File: src/rtl/seven_seg_mux.sv
// Time-multiplexed N-digit common-anode seven-segment driver: hex/BCD decode,
// per-digit blank and dp, leading-zero suppression, per-frame input snapshot, anode guard.
module seven_seg_mux #(
  parameter int NUM_DIGITS   = 8,
  parameter int DIV_COUNT    = 100000,
  parameter int GUARD_CYCLES = 4
) (
  input  logic                    clk,
  input  logic                    rst,
  input  logic [4*NUM_DIGITS-1:0] data,
  input  logic [NUM_DIGITS-1:0]   dp,
  input  logic [NUM_DIGITS-1:0]   blank,
  input  logic                    hex_mode,
  input  logic                    lz_blank,
  output logic [6:0]              segments,
  output logic                    dp_n,
  output logic [NUM_DIGITS-1:0]   an,
  output logic                    frame_tick
);

  localparam int CNT_W = (DIV_COUNT > 1) ? $clog2(DIV_COUNT) : 1;
  localparam int IDX_W = (NUM_DIGITS > 1) ? $clog2(NUM_DIGITS) : 1;
  localparam logic [CNT_W-1:0] CNT_LAST  = CNT_W'(DIV_COUNT - 1);
  localparam logic [CNT_W-1:0] CNT_GUARD = CNT_W'(GUARD_CYCLES);
  localparam logic [IDX_W-1:0] IDX_LAST  = IDX_W'(NUM_DIGITS - 1);

  if (NUM_DIGITS < 2 || DIV_COUNT < 2 || GUARD_CYCLES < 1 ||
      GUARD_CYCLES > DIV_COUNT - 1) begin : g_bad_cfg
    $error("seven_seg_mux: illegal NUM_DIGITS/DIV_COUNT/GUARD_CYCLES");
  end

  function automatic logic [6:0] decode(input logic [3:0] v, input logic hex);
    logic [6:0] s;
    case (v)
      4'h0: s = 7'b100_0000;
      4'h1: s = 7'b111_1001;
      4'h2: s = 7'b010_0100;
      4'h3: s = 7'b011_0000;
      4'h4: s = 7'b001_1001;
      4'h5: s = 7'b001_0010;
      4'h6: s = 7'b000_0010;
      4'h7: s = 7'b111_1000;
      4'h8: s = 7'b000_0000;
      4'h9: s = 7'b001_0000;
      4'hA: s = 7'b000_1000;
      4'hB: s = 7'b000_0011;
      4'hC: s = 7'b100_0110;
      4'hD: s = 7'b010_0001;
      4'hE: s = 7'b000_0110;
      default: s = 7'b000_1110;
    endcase
    // BCD mode shows nothing for 10-15 rather than a misleading letter
    if (!hex && v > 4'h9) s = 7'b111_1111;
    return s;
  endfunction

  logic [CNT_W-1:0]        cnt_q, cnt_d;
  logic [IDX_W-1:0]        idx_q, idx_d;
  logic [4*NUM_DIGITS-1:0] data_sh_q;
  logic [NUM_DIGITS-1:0]   dp_sh_q, blank_sh_q;
  logic                    hex_sh_q, lz_sh_q;
  logic [6:0]              seg_q, seg_d;
  logic                    dp_n_q, dp_n_d;
  logic [NUM_DIGITS-1:0]   an_q, an_d;
  logic                    tick_q;
  logic                    snap;
  logic                    zero_run;
  logic [NUM_DIGITS-1:0]   lz_mask;
  logic [NUM_DIGITS-1:0]   sel;
  logic [3:0]              cur_nib;
  logic                    cur_dp, cur_blank;

  assign snap = (cnt_q == '0) && (idx_q == '0);

  always_comb begin
    cnt_d = (cnt_q == CNT_LAST) ? '0 : cnt_q + 1'b1;
    idx_d = idx_q;
    if (cnt_q == CNT_LAST) idx_d = (idx_q == IDX_LAST) ? '0 : idx_q + 1'b1;
  end

  // A digit is a leading zero when it and every more-significant nibble is zero
  always_comb begin
    zero_run = 1'b1;
    lz_mask  = '0;
    for (int k = NUM_DIGITS - 1; k >= 1; k--) begin
      zero_run   = zero_run && (data_sh_q[4*k +: 4] == 4'h0);
      lz_mask[k] = zero_run;
    end
  end

  always_comb begin
    sel       = '0;
    cur_nib   = 4'h0;
    cur_dp    = 1'b0;
    cur_blank = 1'b1;
    for (int k = 0; k < NUM_DIGITS; k++) begin
      if (idx_q == IDX_W'(k)) begin
        sel[k]    = 1'b1;
        cur_nib   = data_sh_q[4*k +: 4];
        cur_dp    = dp_sh_q[k];
        cur_blank = blank_sh_q[k] | (lz_sh_q & lz_mask[k]);
      end
    end
  end

  always_comb begin
    an_d   = '1;
    seg_d  = 7'b111_1111;
    dp_n_d = 1'b1;
    if (cnt_q >= CNT_GUARD) begin
      an_d   = ~sel;
      dp_n_d = ~cur_dp;
      seg_d  = cur_blank ? 7'b111_1111 : decode(cur_nib, hex_sh_q);
    end
  end

  always_ff @(posedge clk or posedge rst) begin
    if (rst) begin
      cnt_q      <= '0;
      idx_q      <= '0;
      data_sh_q  <= '0;
      dp_sh_q    <= '0;
      blank_sh_q <= '1;
      hex_sh_q   <= 1'b0;
      lz_sh_q    <= 1'b0;
      seg_q      <= 7'b111_1111;
      dp_n_q     <= 1'b1;
      an_q       <= '1;
      tick_q     <= 1'b0;
    end else begin
      cnt_q  <= cnt_d;
      idx_q  <= idx_d;
      seg_q  <= seg_d;
      dp_n_q <= dp_n_d;
      an_q   <= an_d;
      tick_q <= snap;
      if (snap) begin
        data_sh_q  <= data;
        dp_sh_q    <= dp;
        blank_sh_q <= blank;
        hex_sh_q   <= hex_mode;
        lz_sh_q    <= lz_blank;
      end
    end
  end

  assign segments   = seg_q;
  assign dp_n       = dp_n_q;
  assign an         = an_q;
  assign frame_tick = tick_q;

endmodule

File: config.mk
export PLATFORM = sky130hd
export DESIGN_NAME = seven_seg_mux
export DESIGN_NICKNAME = d
export VERILOG_FILES = /design/src/rtl/seven_seg_mux.sv
export SDC_FILE = /design/constraint.sdc
export NUM_CORES = 1
export LEC_CHECK = 0
export CAP_MARGIN = 20
export CORE_MARGIN = 1
export CORE_UTILIZATION = 50
export CTS_BUF_LIST = sky130_fd_sc_hd__clkbuf_2 sky130_fd_sc_hd__clkbuf_4 sky130_fd_sc_hd__clkbuf_8
export DETAILED_ROUTE_END_ITERATION = 8
export PLACE_DENSITY = 0.75
export SLEW_MARGIN = 10
export SYNTH_ARGS = -nofsm -noshare
export SYNTH_HDL_FRONTEND = slang
export SYNTH_SLANG_ARGS = --single-unit
File: constraint.sdc
create_clock -name clk -period 3.9 [get_ports clk]
set_input_delay 0.78 -clock clk [delete_from_list [all_inputs] [get_ports clk]]
set_output_delay 0.78 -clock clk [all_outputs]
set_load 0.005 [all_outputs]
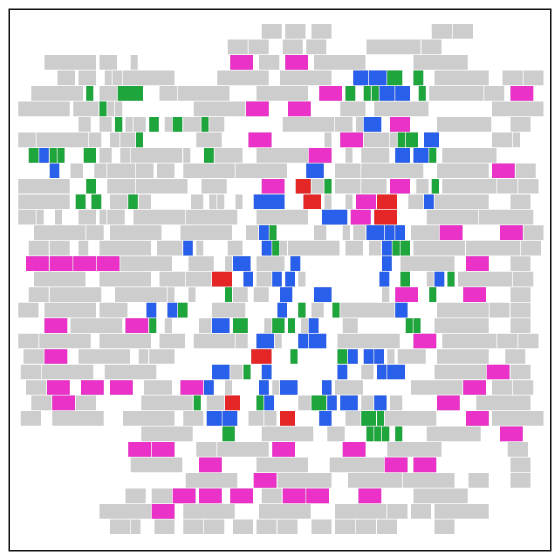
(selected gate families)
family	color	cells
NAND gates	green	58
AND-OR and OR-AND gates	red	8
inverting AOI/OAI gates	blue	59
multiplexers	magenta	53

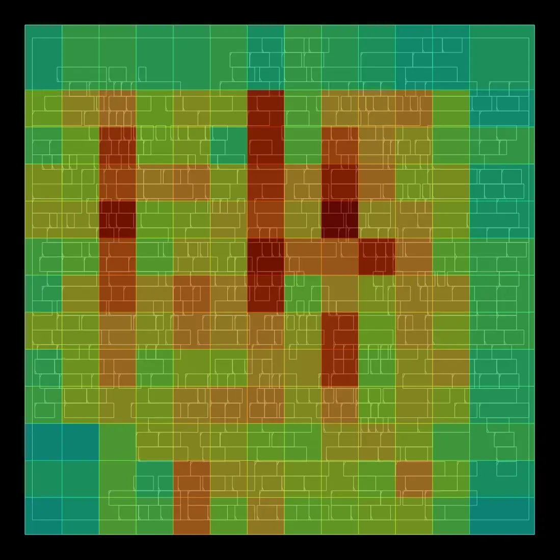
(routing congestion)
met2 routing resource usage after global routing: 34.47%
end-of-flow core utilization: 63.82%
wire per inst: 16.24 microns
met3 Use GR: 4.348%
Total GRT Usage: 22.14%

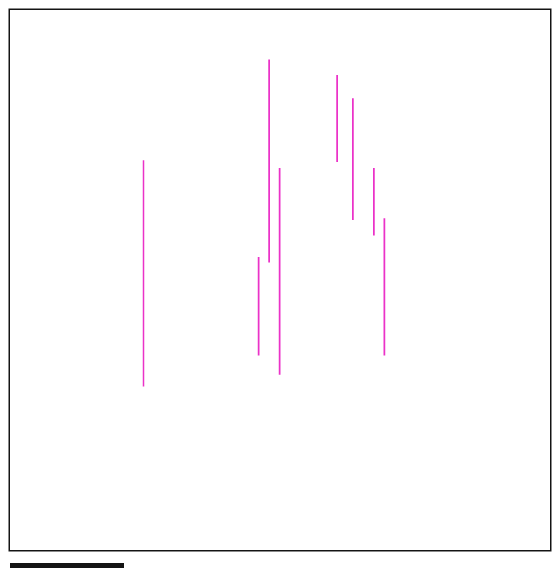
(signal wires on met4)
The bar under the picture is 20 microns long.
wire length on this layer	199 microns
longest straight run	39.4 microns
share of all routed wire	2.2%
main direction	vertical
nets with wire on the layer	6

==> impl_report.txt <==
FLOW METRICS REPORT
----------------------------------------------------
[Global route]
  Global-route congestion overflow total ........................ 0
  Met1 capacity usage during global routing ........................ 30.90%
  Most Crowded Layer GR ........................ met2
  Maximum number of pins on one net before global-route repair ........................ 46
  Via count of the first global-routing pass ........................ 3134
  Antenna violations before repair ........................ 0

[Outcome]
  Result of the run ........................ finished clean

[STA]
  Count of final hold-check violations ........................ 0
  Achievable frequency ........................ 0.3086 GHz
  Setup clock skew after layout ........................ 0.01236 ns
  Unrepaired setup endpoints after global routing ........................ false
  Post-layout period usage of the worst path ........................ 83.10%
  Worst max-slew margin expressed relative to the limit ........................ 52.58%
  Total setup violations reported at the end of the flow ........................ 0
  Setup ws final ........................ 0.6591 ns
  Final min period ........................ 3.241 ns
  Post-route setup TNS ........................ 0 ns
  Tightest Pin Transition ........................ 0.7113 ns
  Number of pins exceeding their max-slew limit in the final report ........................ 0

[Setup path]
  Classification of the worst setup path ........................ reg2reg
  Critical path, cell by cell ........................ inv_1 > ha_1 > and2_1 > a311oi_1 > o21ai_0 > a41oi_1 > o31ai_2 > ha_1 > nor2_1 > o211ai_1 > o211a_1 > o221ai_1
  CP required ........................ 4.16 ns
  Arrival time of the worst setup path ........................ 3.50 ns
  Cell with the biggest individual delay on the critical path ........................ ha_1
  Critical path startpoint category ........................ flip-flop
  Critical Path End Type ........................ flip-flop
  Crit-path most repeated cell ........................ ha_1
  Delay contributed by the slowest stage of the critical path ........................ 0.48 ns

[Place]
  Pre-CTS setup slack ........................ 0.7110 ns
  Placer congestion estimate ........................ 0.8838
  Total cell area at the placement stage ........................ 5074 sq um

[Drt]
  Count of vias placed by the detailed router ........................ 3163
  Routed WL ........................ 9096 microns
  # DRC ........................ 0
  Number of antenna-violating nets in the routed design ........................ 0
  Post-detailed-route via-to-cell ratio ........................ 5.648
  Initial DRC Count ........................ 159
  Drt pass-1 iters ........................ 5

[Synthesis]
  Most popular library cell in the synthesized design by count ........................ dfrtp_1
  Nets at Floorplan ........................ 445
  Number of library cell types mapped by synthesis ........................ 59
  Async S/R FF share, synth ........................ 100.0%
  Most frequent cells after synthesis ........................ 63 x dfrtp_1, 47 x mux2_2, 35 x nand2_1, 24 x dfstp_2, 19 x nor2_1
  #FFs+latches synth ........................ 87
  Post-synthesis sequential area ratio ........................ 51.16%
  EDFF count, synth ........................ 0
  Mapped cell area ........................ 4314 sq um
  Post-synthesis area per instance ........................ 11.35 sq um
  Number of cell instances after yosys synthesis ........................ 380
  Syn. warnings ........................ 0
  Most used flip-flop cell ........................ dfrtp_1
  Synthesized instance count ........................ 380
  Synth area leader ........................ dfrtp_1
  Area of the synthesized netlist per yosys stat ........................ 4314 sq um
  Dominant cells by area after synthesis ........................ dfrtp_1 37%, dfstp_2 15%, mux2_2 12%

[Floorplanning]
  Die width ........................ 94.89 microns
  Placement Rows ........................ 33
  Area of the die ........................ 9004 sq um
  Effective utilization at floorplan ........................ 51.98%
  DIE HEIGHT ........................ 94.89 microns
  Core Area ........................ 8299 sq um

[Clocking]
  Number of buffers created by CTS ........................ 9
  Maximum count of clock buffers along a single path ........................ 2
  Cell chosen for the clock root ........................ clkbuf_8
  Post-CTS resize count ........................ 0
  TritonCTS clock tree ........................ built
  Clock sinks ........................ 87
  Number of H-tree branching levels ........................ 3

[Flow run]
  Tally of max-capacitance violations ........................ 0

[Layout]
  Comb. cell area ........................ 1921 sq um
  Filler cell count ........................ 660
  Post-route design area ........................ 5296 sq um
  Area of all sequential standard cells ........................ 2207 sq um
  Number of diodes ........................ 0
  # nets final ........................ 515

[Power]
  Cell Int Power ........................ 0.001430 W
  Switching share of total power ........................ 21.20%
  Areal power density over the cells ........................ 342.8 nW/um^2
  Sequential fraction of design power ........................ 53.3%
  Fraction of power consumed by combinational cells ........................ 8.6%
  Power spent charging and discharging nets ........................ 0.0003849 W
  Fraction of power consumed by the clock network ........................ 38.1%
  Maximum VDD drop ........................ 0.0002427 V
  Leakage component of the power ........................ 2.157 nW

[Worst hold path]
  Classification of the worst-slack hold path ........................ reg2reg

----------------------------------------------------
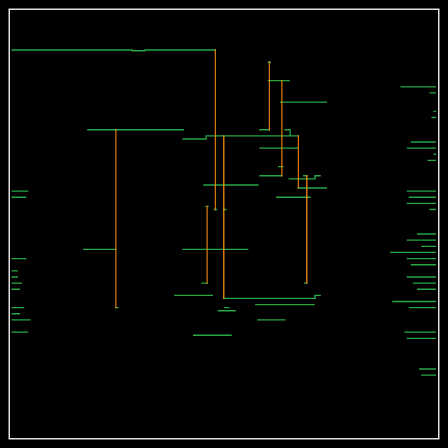
(signal wires by layer)
Only two layers are drawn.
layer	color	wire length
metal 3	green	399 microns
metal 4	orange	199 microns

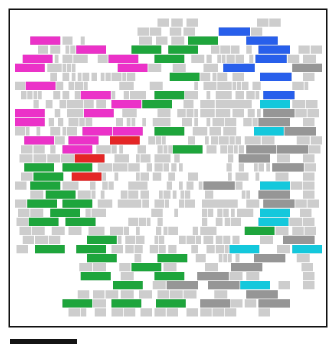
(where the registers sit)
The bar under the picture is 20 microns long.
signal	color	sequential cells
segments	blue	7
dp_sh_q	cyan	8
idx_q	red	3
data_sh_q	green	32
cnt_q	magenta	17
not colored	20

==> worst max-delay path, delay by kind of cell, from the launching register on <==
kind            cells  cell delay, ns
fa+ha+maj           2            0.82
flops               1            0.41
buf+inv             1            0.13
simple gates        2            0.39
compound gates      7            1.39
==> cell type report <==
cell class | instances | area share [%]
sequential | 87 | 41.67
multi-input combinational | 259 | 36.26
timing repair buffer | 75 | 14.08
clock buffer | 12 | 2.882
tap | 105 | 2.481
clock inverter | 4 | 1.323
inverter | 18 | 1.299
==> metal layers <==
layer  part of all wire, %  up-vias
li1                      -     1498
met3                   4.4       18
met5                     0        -
met4                   2.2        0
met2                    46       86
met1                    47     1561
==> sequential cells by signal, indices dropped and copies added (netlist names), 3 cells and up <==
signal / flops
blank_sh_q: 8
segments: 7
an: 8
cnt_q: 17
idx_q: 3
data_sh_q: 32
dp_sh_q: 8
==> placed cells by master (no fill, tap or decap), types with 5 or more instances in the layout <==
cell,netlist,layout
clkdlybuf4s50_1,0,68
dfrtp_1,63,63
mux2_2,47,47
nand2_1,35,35
dfstp_2,24,24
nor2_1,19,19
o21ai_0,18,18
inv_1,18,17
nand3_1,14,14
a21oi_1,14,14
ha_1,13,13
clkbuf_8,0,10
xnor2_1,9,9
nor4_1,8,8
o211ai_1,6,6
xor2_1,6,6
buf_4,4,6
and2_1,5,5
and3_1,5,5
==> path summary, 6_finish.rpt <==
check / to / startpoint / cells past startpoint / slack (ns)
min in group asynchronous: data_sh_q[2] / rst / 2 / 0.82
hold / removal: blank_sh_q[7] / blank_sh_q[7] / 2 / 0.50
hold reg to reg: blank_sh_q[7] / blank_sh_q[7] / 2 / 0.50
setup reg to reg: segments[4] / idx_q[0] / 12 / 0.66
max in group asynchronous: segments[0] / rst / 3 / 2.35
setup / recovery: segments[4] / idx_q[0] / 12 / 0.66
==> kinds of logic after synthesis <==
family	count (synthesis)	share of synthesized area, %
adder cells (fa/ha/maj)	13	3.770
buffers and inverters	34	4.321
multiplexers	53	13.72
AND-OR/OR-AND	67	10.64
XOR/XNOR	15	3.045
flip-flops	87	51.16
AND/OR/NAND/NOR	111	13.34
==> power groups by stage <==
stage	clock, W	sequential [W]	combinational (W)
after floorplan	0	0.000975	0.0000737
after global placement	0	0.000983	0.000155
after detailed placement	0	0.000984	0.000157
after CTS	0.000708	0.000967	0.000159
after global routing	0.000744	0.000972	0.000173
final	0.000691	0.000968	0.000156
==> metrics by stage <==
stage | power, W | instances | util [%] | hold WS (ns)
after CTS | 0.001834 | 560 | 63.82 | 0.5008
after global routing | 0.001888 | 560 | 63.82 | 0.5255
after global placement | 0.001138 | 544 | 61.13 | 0.4779
after floorplan | 0.001049 | 380 | - | 0.4596
after detailed placement | 0.001141 | 544 | 61.13 | 0.4752
final | 0.001815 | 560 | 63.82 | 0.4986
No activity file was given, so power comes from the tool's default toggle rates.
